Run 1, routing congestion map:
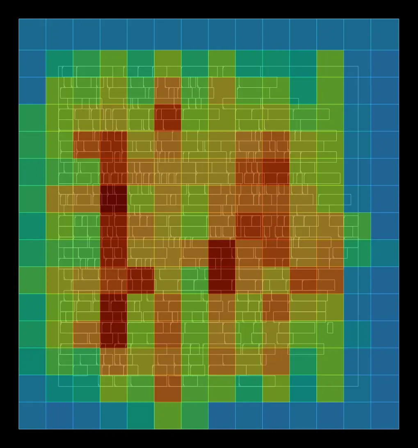
Run 1, met1 routing:
Supply wires on this layer in grey. Cells faint in the background.
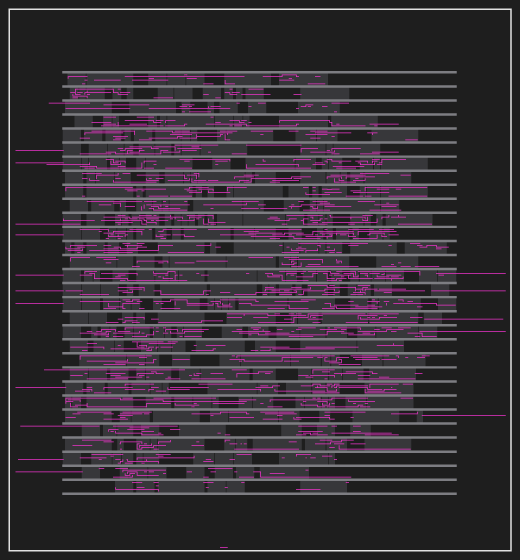
Run 1, wires at chosen ports, followed through buffers:
Scale bar: 20 microns.
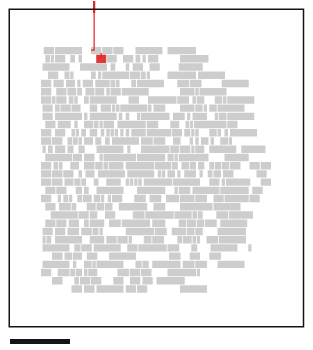
Run 1, where the registers sit:
Other sequential cells in the stronger grey, the rest of the logic in the fainter grey.
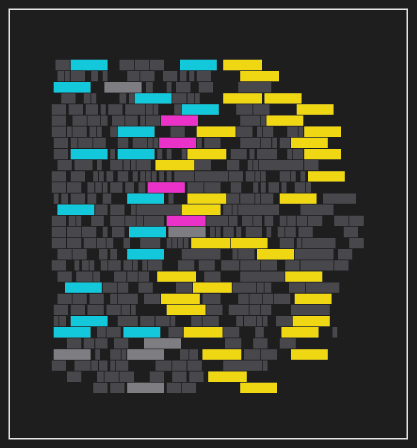
Design branch_unit, sky130hd; sources not shown.
==> flow_results.org, run 1 <==
#+TITLE: Flow metrics

** Global routing
- Entering global routing, the biggest net connects 47 pins.
- Number of antenna violations at the first check in global routing :: 0
- Overflow left after global routing :: 0
- Vias in the first global route :: 2801

** Timing
- After routing, the total negative slack on setup checks comes to 0 ns.
- Per the final timing report, the hold violations number 0.
- RSZ-0062 raised after global routing :: false
- For the final database, setup skew stands at 0.00684 ns.
- Count of endpoints failing setup in the final report :: 0
- Hold timing on the final database bottoms out at a slack of 0.478 ns.
- Portion of the clock cycle consumed by the worst path in the final layout :: 97.1%
- Achievable frequency :: 308 MHz
- For the finished layout, the period the worst path requires is 3.24 ns.
- Final slew viol count :: 47

** Clocking
- Clock slew at the register clock pins of the worst setup and hold paths :: 0.07 ns
- Inserted Clock Buffers :: 9
- The number of setup buffers added after CTS is 0.
- Clock latency on the worst-skew pair :: 0.34 ns
- Per the CTS log, the root buffer master is sky130_fd_sc_hd__clkbuf_8.

** Status
- The flow ran to the end, but the final reports show violations.
- The final reports fail on capacitance limit, slew limit.

** Worst setup path
- The worst register-to-register path has a depth of 8.
- CP Cell Sequence :: clkdlybuf4s50_1 > mux4_2 > mux4_2 > clkdlybuf4s50_1
- The critical path maximum fanout is 4.
- Kind of launch point of the worst setup path :: input pin
- Top Family by Delay on Critical Path :: buffers and inverters
- On the worst path, the slowest cell contributes a delay of 0.62 ns.
- The timing report notes that buffer and inverter cells on the critical path total 2.
- Type of the worst setup path :: input pin to output port

** Hold path
- Worst hold path class :: flip-flop to flip-flop
- Hold path cells :: 2

** Routing
- The count of nets left with antenna violations once routing finished came out at 0.
- In the routed layout, each cell is associated on average with a via count of 5.64.
- Before antenna repair, the detailed router went through 4 iterations.
- Starting DRT DRC Count :: 102
- Wire length per cell :: 17.7 microns

** Layout
- 0 antenna diodes ended up in the layout.
- Share of post-route cells with drive strength above 1 :: 20.9%
- Commonest cells after routing, fill and taps aside :: sky130_fd_sc_hd__clkdlybuf4s50_1 (67), sky130_fd_sc_hd__nand2_1 (59), sky130_fd_sc_hd__dfrtp_1 (41)
- Number of nets in the final layout :: 443
- The register with the most flip-flops in the layout has 32 of them.
- Area Growth Syn to Fin :: 30.7%
- Counting only logic cells after layout, the most numerous master is sky130_fd_sc_hd__clkdlybuf4s50_1.

** Synthesis
- Distinct cell type count of the synthesized netlist :: 50
- Post-synth the commonest register cell is sky130_fd_sc_hd__dfrtp_1.
- Mux contribution to synthesized area :: 22.5%
- Dominant kind of combinational cell :: multiplexers
- Yosys top cell area share :: 31.7%
- Flip-flops with a built-in enable :: 0
- Top area cell types :: sky130_fd_sc_hd__dfrtp_1 (32%), sky130_fd_sc_hd__dfstp_2 (13%), sky130_fd_sc_hd__mux2_2 (10%)
- Summing every instance area after synthesis gives 3310 sq um.
- And+or+nand+nor area frac :: 17.8%
- Adder-cell share of the synthesized area :: 1.13%
- Per Yosys stat, the portion of area used by sequential elements is 44.4%.
- Area fraction in xor and xnor cells :: 4.19%
- Number of instances in the synthesized netlist :: 304
- Syn nets :: 369
- Top cell type by total area after synthesis :: sky130_fd_sc_hd__dfrtp_1
- Post-synthesis, Yosys gives the total cell area as 3310 sq um.
- Number of warnings issued by yosys :: 6

** Place
- Detailed placement finished with a half-perimeter wire length of 6220 microns.
- Setup slack after placement :: 0.0911 ns

** Floorplan
- After floorplanning, the core was sized to cover 6230 sq um.
- Overall die area :: 10100 sq um
- Per the OpenROAD floorplan log, the height of the die is 105 microns.

** Power and ir drop
- The analysis attributes to cell leakage a power of 1.86 nW.
- Power comes to 2.87 mW.
- Total power per unit cell area :: 663 nW/um^2

** Job
- # Max-Cap Violations :: 1
About 'routing congestion map':
core occupancy in the finished layout: 69.5%
global routing usage summed across all routing layers: 16.6%
busiest grt layer: met2

About 'met1 routing':
The wires run mostly horizontal. The longest straight run is 27.1 microns. The layer carries 3230 microns of wire.
Total Wirelength: 8200 microns
count of vias placed by the detailed router: 2610

About 'wires at chosen ports, followed through buffers':
`br_pred_taken`: marked red, direction input, end cells 1, wire 15.7 microns.
number of top-level pins: 85
count of port buffers added during placement: 72

About 'where the registers sit':
`res_redirect_pc`: marked cyan, placed flops 16. `bht_q`: marked yellow, placed flops 32. `res_idx_q`: marked magenta, placed flops 4.
power consumed by sequential cells: 1.08 mW
register fraction of the total cell area: 34.0%

run 1: report_power, final:
| part | total [mW] | switching [mW] | leakage, nW | internal [mW] |
|---|---|---|---|---|
| clock network | 0.821 | 0.287 | 0.129 | 0.534 |
| logic | 0.975 | 0.503 | 1.03 | 0.472 |
| registers | 1.08 | 0.139 | 0.701 | 0.939 |
run 1: cells in the mapped netlist (3+ instances only):
cell / n
sky130_fd_sc_hd__o211ai_1: 4
sky130_fd_sc_hd__clkbuf_1: 5
sky130_fd_sc_hd__xnor2_1: 4
sky130_fd_sc_hd__and3_2: 3
sky130_fd_sc_hd__nor2_1: 12
sky130_fd_sc_hd__dfrtp_1: 42
sky130_fd_sc_hd__mux4_1: 4
sky130_fd_sc_hd__dfstp_2: 16
sky130_fd_sc_hd__buf_2: 3
sky130_fd_sc_hd__nor2b_1: 3
sky130_fd_sc_hd__ha_1: 3
sky130_fd_sc_hd__mux2_2: 30
sky130_fd_sc_hd__xor2_1: 10
sky130_fd_sc_hd__nand2b_1: 4
sky130_fd_sc_hd__nand3_1: 15
sky130_fd_sc_hd__inv_1: 3
sky130_fd_sc_hd__nand4_1: 5
sky130_fd_sc_hd__o21ai_0: 12
sky130_fd_sc_hd__mux2i_1: 13
sky130_fd_sc_hd__mux4_2: 7
sky130_fd_sc_hd__a21oi_1: 5
sky130_fd_sc_hd__nand2_1: 59
sky130_fd_sc_hd__o31ai_1: 8
run 1: cell families (layout without fill, tap and decap cells):
logic type      Yosys count  after routing
xor+xnor                 15             15
buf+inv                  18             97
simple gates            121            121
fa+ha+maj                 3              3
mux                      55             55
flops                    58             58
compound gates           34             34
run 1: cell type report:
| type | count | area, sq um |
|---|---|---|
| Inverter | 4 | 15.0 |
| Multi-Input combinational cell | 228 | 1750 |
| Timing Repair Buffer | 77 | 748 |
| Clock buffer | 11 | 151 |
| Clock inverter | 5 | 100 |
| Sequential cell | 58 | 1470 |
| Tap cell | 80 | 100 |
| Fill cell | 477 | 1900 |
run 1: through the flow:
step                std cells  instance area, sq um
floorplan                 304                  3310
global placement          447                  4090
detailed placement        447                  4090
CTS                       463                  4340
global route              463                  4330
finish                    463                  4330
run 1: metal layers:
metal / vias to the layer above / GRT usage, % / routed length, microns
li1: 1242 / - / -
met1: 1263 / 18.3 / 3230
met2: 91 / 27.9 / 4070
met3: 14 / 6.79 / 727
met4: 0 / 6.54 / 171
met5: - / 0 / 0
run 1: worst min-delay path, stage by stage, from the launching register on:
cell and delay [ns]:
sky130_fd_sc_hd__dfrtp_1 0.34, sky130_fd_sc_hd__nand2_1 0.04, sky130_fd_sc_hd__o21ai_0 0.06
run 1: repair_timing:
action	in CTS	in global routing
setup endpoints to repair	0	6
endpoints found under the hold margin	0	0
hold buffers	0	0
resized	0	1
Run 1, signal wires on met2:
Cells faint in the background.
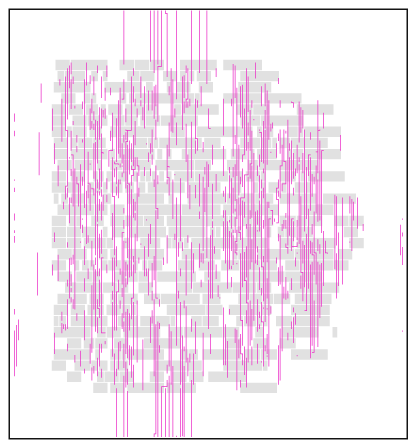

--- run 2 (diff from run 1) ---
- CORE_ASPECT_RATIO: 1.1 -> default
- HOLD_SLACK_MARGIN: default -> 0.15
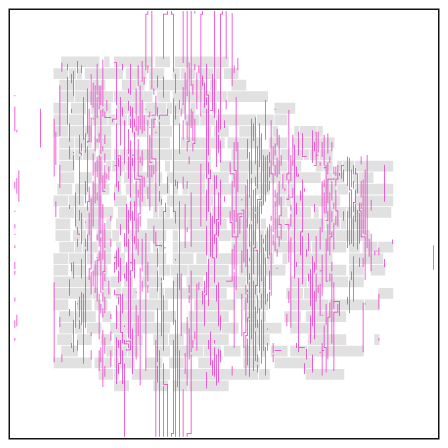
Run 2: signal wires on met2
Cells faint in the background.
The longest straight run is 32.3 microns. The layer carries 3920 microns of wire. The layer holds 48% of the routed length.
count of vias placed by the detailed router: 2621
met2 capacity usage during global routing: 26.9%

==> flow_results.org, run 2 <==
#+TITLE: Flow metrics

** Global routing
- For this run the aggregate overflow at the end of global routing stands at 0.
- Vias in the first global route :: 2829
- The initial antenna violation count came to 0.
- For this run, global-route usage on met3 was measured as 8.78%.
- Entering global routing, the biggest net connects 37 pins.

** Timing
- Portion of the clock cycle consumed by the worst path in the final layout :: 96.6%
- Clock skew on the completed layout was measured at 0.0103 ns.
- Final hold violation count :: 0
- The worst path in the final design needs a cycle of 3.22 ns, including I/O delays and setup.
- Final slew viol count :: 37
- Hold is met by 0.479 ns.
- For this run, the top clock speed supported by timing is 310 MHz.

** Layout
- Between the synthesized netlist and the finished layout, the area growth was recorded as 29.3%.
- Number of nets in the final layout :: 445
- Commonest cells after routing, fill and taps aside :: sky130_fd_sc_hd__clkdlybuf4s50_1 (66), sky130_fd_sc_hd__nand2_1 (59), sky130_fd_sc_hd__dfrtp_1 (42)

** Clocking
- Per the repair_timing log after CTS, setup buffers inserted total 0.
- Clock slew at the register clock pins of the worst setup and hold paths :: 0.07 ns
- Post-cts hold-fix buffer tally :: 0
- CTS added clock buffers totalling 9.

** Worst setup path
- Type of the worst setup path :: input pin to output port
- In this run the critical path is formed by clkdlybuf4s50_1 > mux4_2 > mux4_2 > clkdlybuf4s50_1.
- Largest stage delay on the critical path :: 0.62 ns

** Synthesis
- Most frequently used cell type in the post-synthesis netlist :: sky130_fd_sc_hd__nand2_1
- For reference, the top cells by area after synthesis are sky130_fd_sc_hd__dfrtp_1 (32%), sky130_fd_sc_hd__dfstp_2 (13%), sky130_fd_sc_hd__mux2_2 (10%).
- After synthesis, the largest area contributor takes up 31.7% of total cell area.
- Distinct cell type count of the synthesized netlist :: 50
- According to the Yosys statistics, the synthesized design has a chip area of 3310 sq um.
- The synthesis report names the predominant flop master as sky130_fd_sc_hd__dfrtp_1.
- Yosys mapped a number of flops with a built-in enable equal to 0.
- Number of warnings issued by yosys :: 6

** Place
- The number of placed instances, taps included, is 446.
- According to the dpl log, the detail-placed design has an HPWL of 6190 microns.
- Cell area after placement :: 4100 sq um
- Count of port buffers added during placement :: 72

** Power and ir drop
- The leakage component of the power was reported as 1.84 nW.
- Per the summary, power density relative to cell area is 633 nW/um^2.
- Total power :: 2.71 mW

** Status
- The checks that failed: capacitance limit, slew limit.
- The run finished, with violations left.

** Routing
- Once iteration 0 of detailed routing completed, the report listed 94 DRC markers.

** Job
- The number of maximum-capacitance violations recorded for the run is 1.

** Floorplan
- Per the OpenROAD floorplan log, the height of the die is 101 microns.
- Floorplan core area :: 6310 sq um

** Hold path
- The number of cells on the worst hold path is listed as 2.
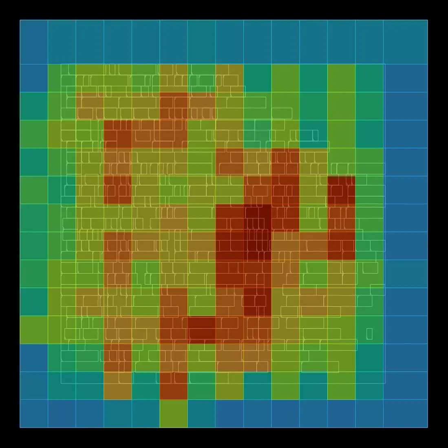
Run 2: routing congestion map
global routing usage summed across all routing layers: 16.5%
Global Route met1 Usage: 18.2%
core occupancy in the finished layout: 67.9%
wire length per cell: 17.7 microns

[run 2: area by class of cell]
class                           instances  area (sq um)
Inverter                                4          15.0
Tap cell                               77          96.3
Clock buffer                           10           138
Clock inverter                          6          57.6
Fill cell                             464          2030
Multi-Input combinational cell        228          1750
Sequential cell                        58          1470
Timing Repair Buffer                   79           763
[run 2: kinds of logic (layout without fill, tap and decap cells)]
group / after synthesis / count (layout) / share of synthesized area, %
AOI/OAI and AO/OA: 34 / 34 / 7.06
xor gates and xnor gates: 15 / 15 / 4.19
adders and majority gates: 3 / 3 / 1.13
buffers and inverters: 18 / 99 / 2.94
DFF: 58 / 58 / 44.4
muxes: 55 / 55 / 22.5
and+or+nand+nor: 121 / 121 / 17.8
[run 2: worst max-delay path, delay by kind of cell]
kind                   cells  cell delay, ns
buffers and inverters      2            1.22
multiplexers               2            0.99
[run 2: report_power, final]
group	total (mW)	leakage, nW	switching [mW]	internal, mW
sequential	1.07	0.702	0.133	0.938
combinational	0.989	1.04	0.506	0.482
clock	0.653	0.107	0.293	0.359
total	2.71	1.84	0.933	1.78
[run 2: metal layers]
| metal | vias up | share of wire (%) |
|---|---|---|
| met3 | 10 | 9.5 |
| met4 | 0 | 1.4 |
| met1 | 1289 | 41 |
| met5 | - | 0 |
| met2 | 79 | 48 |
| li1 | 1243 | - |
Power and IR drop assume default switching activity.
